**config.mk**
```make
export PLATFORM = sky130hd
export DESIGN_NAME = video_stream_gen_flat
export DESIGN_NICKNAME = d
export VERILOG_FILES = /design/src/rtl/video_stream_gen_if.sv /design/src/rtl/video_stream_gen.sv /design/src/flat_wrapper.sv
export SDC_FILE = /design/constraint.sdc
export NUM_CORES = 1
export LEC_CHECK = 0
export ABC_AREA = 1
export CORE_UTILIZATION = 30
export DETAILED_ROUTE_END_ITERATION = 6
export SLEW_MARGIN = 5
export SYNTH_ARGS = -nofsm -noshare
export SYNTH_HDL_FRONTEND = slang
export SYNTH_SLANG_ARGS = --single-unit
```
**constraint.sdc**
```tcl
create_clock -name clk -period 2.9 [get_ports clk]
set_clock_uncertainty 0.15 [all_clocks]
set_input_delay 0.435 -clock clk [delete_from_list [all_inputs] [get_ports clk]]
set_output_delay 0.435 -clock clk [all_outputs]
set_load 0.01 [all_outputs]
```
**src/rtl/video_stream_gen_if.sv**
```systemverilog
// Pixel stream bundle carrying frame sync, active-pixel sync and pixel data
// from the generator to the filtering pipeline.
interface video_stream_gen_if #(
    parameter int DW = 8
);
    logic          dout_vsync;
    logic          dout_hsync;
    logic [DW-1:0] dout;

    modport master (output dout_vsync, dout_hsync, dout);
    modport slave  (input  dout_vsync, dout_hsync, dout);
endinterface

```
**src/rtl/video_stream_gen.sv**
```systemverilog
// Test-pattern video source: walks a frame raster and emits vsync/hsync/data
// with ramp, constant or LFSR content, optionally back-to-back with a fixed gap.
module video_stream_gen #(
    parameter int          DW    = 8,
    parameter int          H_BP  = 2,
    parameter int          H_ACT = 8,
    parameter int          H_FP  = 2,
    parameter int          V_BP  = 1,
    parameter int          V_ACT = 4,
    parameter int          V_FP  = 1,
    parameter int          F_GAP = 4,
    parameter logic [15:0] SEED  = 16'hACE1
) (
    input  logic                  clk,
    input  logic                  rst,
    input  logic                  start,
    input  logic                  cont,
    input  logic [1:0]            mode,
    input  logic [DW-1:0]         const_val,
    video_stream_gen_if.master    vid,
    output logic                  busy,
    output logic                  frame_done
);
    localparam int H_TOT = H_BP + H_ACT + H_FP;
    localparam int V_TOT = V_BP + V_ACT + V_FP;
    localparam int HW    = $clog2(H_TOT + 1);
    localparam int VW    = $clog2(V_TOT + 1);
    localparam int GW    = $clog2(F_GAP + 1);

    localparam logic [HW-1:0] H_LAST = HW'(H_TOT - 1);
    localparam logic [VW-1:0] V_LAST = VW'(V_TOT - 1);
    localparam logic [GW-1:0] G_LAST = GW'(F_GAP - 1);

    typedef enum logic [1:0] {
        S_IDLE,
        S_FRAME,
        S_GAP
    } state_t;

    state_t        r_state;
    logic [HW-1:0] r_h;
    logic [VW-1:0] r_v;
    logic [GW-1:0] r_gap_cnt;
    logic [1:0]    r_mode;
    logic [DW-1:0] r_const;
    logic [15:0]   r_lfsr;
    logic          r_vsync;
    logic          r_hsync;
    logic [DW-1:0] r_dout;
    logic          r_busy;
    logic          r_done;

    logic          w_enter;
    logic          w_last;
    logic          w_step;
    logic [HW-1:0] w_h_nxt;
    logic [VW-1:0] w_v_nxt;
    int            w_x;
    int            w_y;
    logic          w_active;
    logic [1:0]    w_mode_eff;
    logic [DW-1:0] w_const_eff;
    logic [15:0]   w_lfsr_base;
    logic [15:0]   w_lfsr_adv;
    logic [DW-1:0] w_pixel;

    // Output registers hold the raster position being presented; the logic
    // below computes the position and pixel for the following cycle.
    always_comb begin
        // NOTE: every combinational output gets a default first so no latch is inferred.
        w_h_nxt     = '0;
        w_v_nxt     = '0;
        w_pixel     = '0;
        w_enter     = ((r_state == S_IDLE) && start) ||
                      ((r_state == S_GAP) && (r_gap_cnt == G_LAST));
        w_last      = (r_state == S_FRAME) && (r_h == H_LAST) && (r_v == V_LAST);
        w_step      = w_enter || ((r_state == S_FRAME) && !w_last);
        w_mode_eff  = w_enter ? mode : r_mode;
        w_const_eff = w_enter ? const_val : r_const;
        w_lfsr_base = w_enter ? SEED : r_lfsr;
        w_lfsr_adv  = {w_lfsr_base[14:0],
                       w_lfsr_base[15] ^ w_lfsr_base[13] ^ w_lfsr_base[12] ^ w_lfsr_base[10]};

        if (!w_enter) begin
            if (r_h == H_LAST) begin
                w_v_nxt = (r_v == V_LAST) ? '0 : r_v + VW'(1);
            end else begin
                w_h_nxt = r_h + HW'(1);
                w_v_nxt = r_v;
            end
        end

        w_x      = int'(w_h_nxt) - H_BP;
        w_y      = int'(w_v_nxt) - V_BP;
        w_active = (w_x >= 0) && (w_x < H_ACT) && (w_y >= 0) && (w_y < V_ACT);

        if (w_active) begin
            unique case (w_mode_eff)
                2'd0:    w_pixel = DW'(w_x + w_y);
                2'd1:    w_pixel = w_const_eff;
                2'd2:    w_pixel = w_lfsr_base[DW-1:0];
                default: w_pixel = DW'(w_x);
            endcase
        end
    end

    always_ff @(posedge clk) begin
        // NOTE: all state uses non-blocking assignment so every register sees pre-edge values.
        if (rst) begin
            r_state   <= S_IDLE;
            r_h       <= '0;
            r_v       <= '0;
            r_gap_cnt <= '0;
            r_mode    <= 2'd0;
            r_const   <= '0;
            r_lfsr    <= SEED;
            r_vsync   <= 1'b0;
            r_hsync   <= 1'b0;
            r_dout    <= '0;
            r_busy    <= 1'b0;
            r_done    <= 1'b0;
        end else begin
            r_done <= 1'b0;

            unique case (r_state)
                S_IDLE: begin
                    if (start) begin
                        r_state <= S_FRAME;
                    end
                end
                S_FRAME: begin
                    if (w_last) begin
                        r_vsync   <= 1'b0;
                        r_hsync   <= 1'b0;
                        r_dout    <= '0;
                        r_done    <= 1'b1;
                        r_gap_cnt <= '0;
                        if (cont) begin
                            r_state <= S_GAP;
                        end else begin
                            r_state <= S_IDLE;
                            r_busy  <= 1'b0;
                        end
                    end
                end
                S_GAP: begin
                    if (w_enter) begin
                        r_state <= S_FRAME;
                    end else begin
                        r_gap_cnt <= r_gap_cnt + GW'(1);
                    end
                end
                default: r_state <= S_IDLE;
            endcase

            if (w_enter) begin
                r_mode  <= mode;
                r_const <= const_val;
            end

            // The LFSR restarts from SEED each frame and moves only on active pixels.
            if (w_step) begin
                r_h     <= w_h_nxt;
                r_v     <= w_v_nxt;
                r_vsync <= 1'b1;
                r_busy  <= 1'b1;
                r_hsync <= w_active;
                r_dout  <= w_pixel;
                if (w_active) begin
                    r_lfsr <= w_lfsr_adv;
                end else if (w_enter) begin
                    r_lfsr <= SEED;
                end
            end
        end
    end

    assign vid.dout_vsync = r_vsync;
    assign vid.dout_hsync = r_hsync;
    assign vid.dout       = r_dout;
    assign busy           = r_busy;
    assign frame_done     = r_done;

endmodule
```
**src/flat_wrapper.sv**
```systemverilog
// flat-port wrapper written by rule: the top's interface ports become plain ports
module video_stream_gen_flat 
#(
    parameter int          DW    = 8,
    parameter int          H_BP  = 2,
    parameter int          H_ACT = 8,
    parameter int          H_FP  = 2,
    parameter int          V_BP  = 1,
    parameter int          V_ACT = 4,
    parameter int          V_FP  = 1,
    parameter int          F_GAP = 4,
    parameter logic [15:0] SEED  = 16'hACE1
)
  (clk, rst, start, cont, mode, const_val, busy, frame_done, vid_dout_vsync, vid_dout_hsync, vid_dout);
  video_stream_gen_if #(.DW(DW)) vid_i ();
  input  logic clk;
  input  logic rst;
  input  logic start;
  input  logic cont;
  input  logic [1:0] mode;
  input  logic [DW-1:0] const_val;
  output logic busy;
  output logic frame_done;
  output wire logic [$bits(vid_i.dout_vsync)-1:0] vid_dout_vsync;
  output wire logic [$bits(vid_i.dout_hsync)-1:0] vid_dout_hsync;
  output wire logic [$bits(vid_i.dout)-1:0] vid_dout;
  assign vid_dout_vsync = vid_i.dout_vsync;
  assign vid_dout_hsync = vid_i.dout_hsync;
  assign vid_dout = vid_i.dout;
  video_stream_gen #(.DW(DW), .H_BP(H_BP), .H_ACT(H_ACT), .H_FP(H_FP), .V_BP(V_BP), .V_ACT(V_ACT), .V_FP(V_FP), .F_GAP(F_GAP), .SEED(SEED)) u_core (.clk(clk), .rst(rst), .start(start), .cont(cont), .mode(mode), .const_val(const_val), .vid(vid_i), .busy(busy), .frame_done(frame_done));
endmodule
```
==> impl_metrics.tcl <==
# collected from the flow reports
set metrics [dict create \
    outcome "finished, final reports clean" \
    finalSetupTns_ns 0 \
    hold_viol 0 \
    mux_area_frac 0 \
    comb_area_um2 1900 \
    post_cts_buffers 0 \
    power.switching_uw 522 \
    swShare 0.327 \
    r2r-end "u_core.vid.dout[6]$_SDFFE_PP0P_" \
    gp_congestion 0.897 \
    ff2ff_path_depth 17 \
    layout.cells.non_filler 635 \
    port_buffers 25 \
    synth_warnings 0 \
    syn_to_final_growth_pct 25.9 \
    tightest_slew_ns 0.574 \
    critical_path.endpoint_type "register" \
    maxSlewHeadroom 0.617 \
    p_int_uw 1070 \
    endpoint "u_core.vid.dout[6]$_SDFFE_PP0P_" \
    pre_cts_ws_ns -0.278 \
    power.static_leakage_uw 0.00169 \
    ctsRootBufferMaster "clkbuf_8" \
    crit_path_frequent_cell "nor2_1" \
    cp_cell_sequence "ha_2, ha_2, nand3_4, buf_4, nand3_2, nor2_2, buf_4, nor2_1, ha_4, inv_1, nor3_2, a21oi_2, nor2_1, nor2_1, nor2_1, nand3_1, a21oi_2" \
    fillers 1014 \
    synthTopCellsByArea "dfxtp_1 32%, nand2_1 16%, nand3_1 7.5%, inv_1 6.3%, nor2_1 4.5%" \
    num_antenna_cells 0 \
    ys_cells 455 \
    grt_max_degree 35 \
    slew_viol_final 0 \
    syn-num-nets 480 \
    gr-total-overflow 0 \
    xor_share 0.0142 \
    num_vias 2973 \
    rows 36 \
]
==> critical path, delay by kind of cell, from the launching register on <==
family          cells  cell delay [ns]
buf+inv             3             0.37
flops               1             0.36
compound gates      2             0.23
fa+ha+maj           3             0.63
simple gates        9             0.95
==> power groups by stage <==
stage	combinational, uW	sequential, uW	clock, uW
6_report	448	743	404
2_1_floorplan	279	756	0
4_1_cts	421	742	416
3_5_place_dp	411	758	0
3_3_place_gp	407	757	0
5_1_grt	503	747	437
==> state kept, by name (all words and copies together), names as in the netlist, 2 cells and up <==
name / count
u_core.r_v: 3
u_core.r_gap_cnt: 3
u_core.r_lfsr: 16
u_core.r_const: 8
u_core.vid.dout: 8
u_core.r_mode: 2
u_core.r_h: 4
u_core.r_state: 2
==> cell usage in the layout, fill, tap and decap left out, types with 11 or more instances in the layout <==
| cell type | Yosys | layout |
|---|---|---|
| o21ai_0 | 15 | 15 |
| nor2_1 | 37 | 36 |
| buf_4 | 0 | 31 |
| inv_1 | 52 | 51 |
| clkdlybuf4s50_1 | 0 | 25 |
| nand2_2 | 8 | 11 |
| nand2_1 | 131 | 128 |
| a21oi_1 | 26 | 21 |
| nand3_1 | 46 | 42 |
| dfxtp_1 | 50 | 47 |
==> area by class of cell <==
type | count | share of cell area
multi-input cells | 329 | 0.491
flip-flops and latches | 50 | 0.259
repair buffers | 57 | 0.127
inverters | 59 | 0.0591
well taps | 133 | 0.0429
clock buffers | 6 | 0.0187
clock inverters | 1 | 0.00194
==> metal layers <==
metal	global-route usage	share of wire	vias to the layer above	wire [um]
met2	0.288	0.51	34	4060
met5	0	0	-	0
li1	-	-	1531	-
met3	0.0255	0.036	10	285
met4	0.0498	0.011	0	90
met1	0.182	0.45	1398	3560
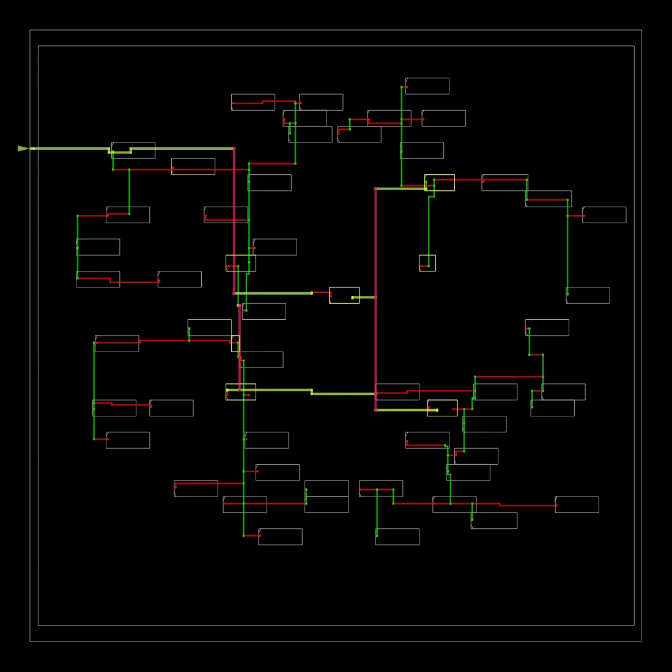
Fig. 1. Clock nets.
clock network power: 404 uW
total CTS buffers: 5
Sink Count: 50

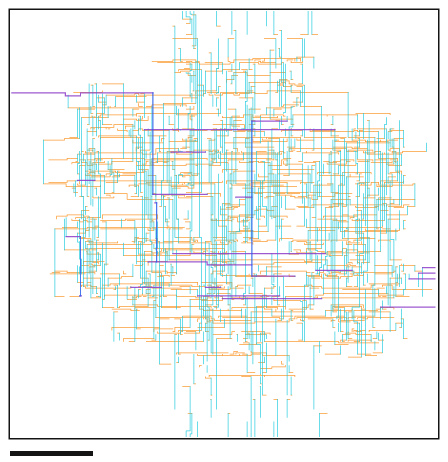
Fig. 2. Wiring by layer.
Scale bar: 20 um.
legend:
  metal 1:
    color: orange
    wire_length: 3560 um
  metal 3:
    color: purple
    wire_length: 286 um
  metal 2:
    color: cyan
    wire_length: 4060 um
  metal 4:
    color: blue
    wire_length: 90.4 um

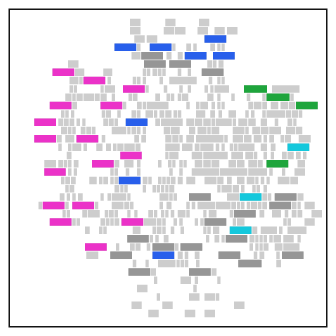
Fig. 3. Sequential cells colored by netlist name.
Other sequential cells in the stronger gray, the rest of the logic in the fainter gray.
legend:
  u_core.vid.dout:
    color: blue
    sequential_cells: 8
  u_core.r_lfsr:
    color: magenta
    sequential_cells: 16
  u_core.r_h:
    color: green
    sequential_cells: 4
  u_core.r_v:
    color: cyan
    sequential_cells: 3
FF/Latch Area: 1000 um2
Seq. pwr: 743 uW
Finished Core Util: 0.393
Seq/total area: 0.259

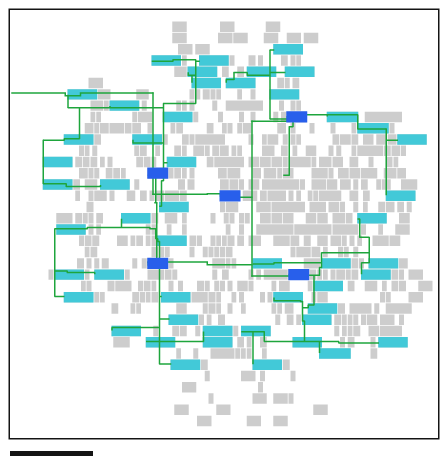
Fig. 4. Clock wires, drivers and flops.
Scale bar: 20 um.
legend:
  clock wires:
    color: green
    length: 685 um
  flip-flops:
    color: cyan
    count: 50
  clock drivers:
    color: blue
    count: 5
flops lie: spread over the die
Clock power frac: 0.253
clk_lat worst skew: 0.31 ns

Power and IR drop assume default switching activity.
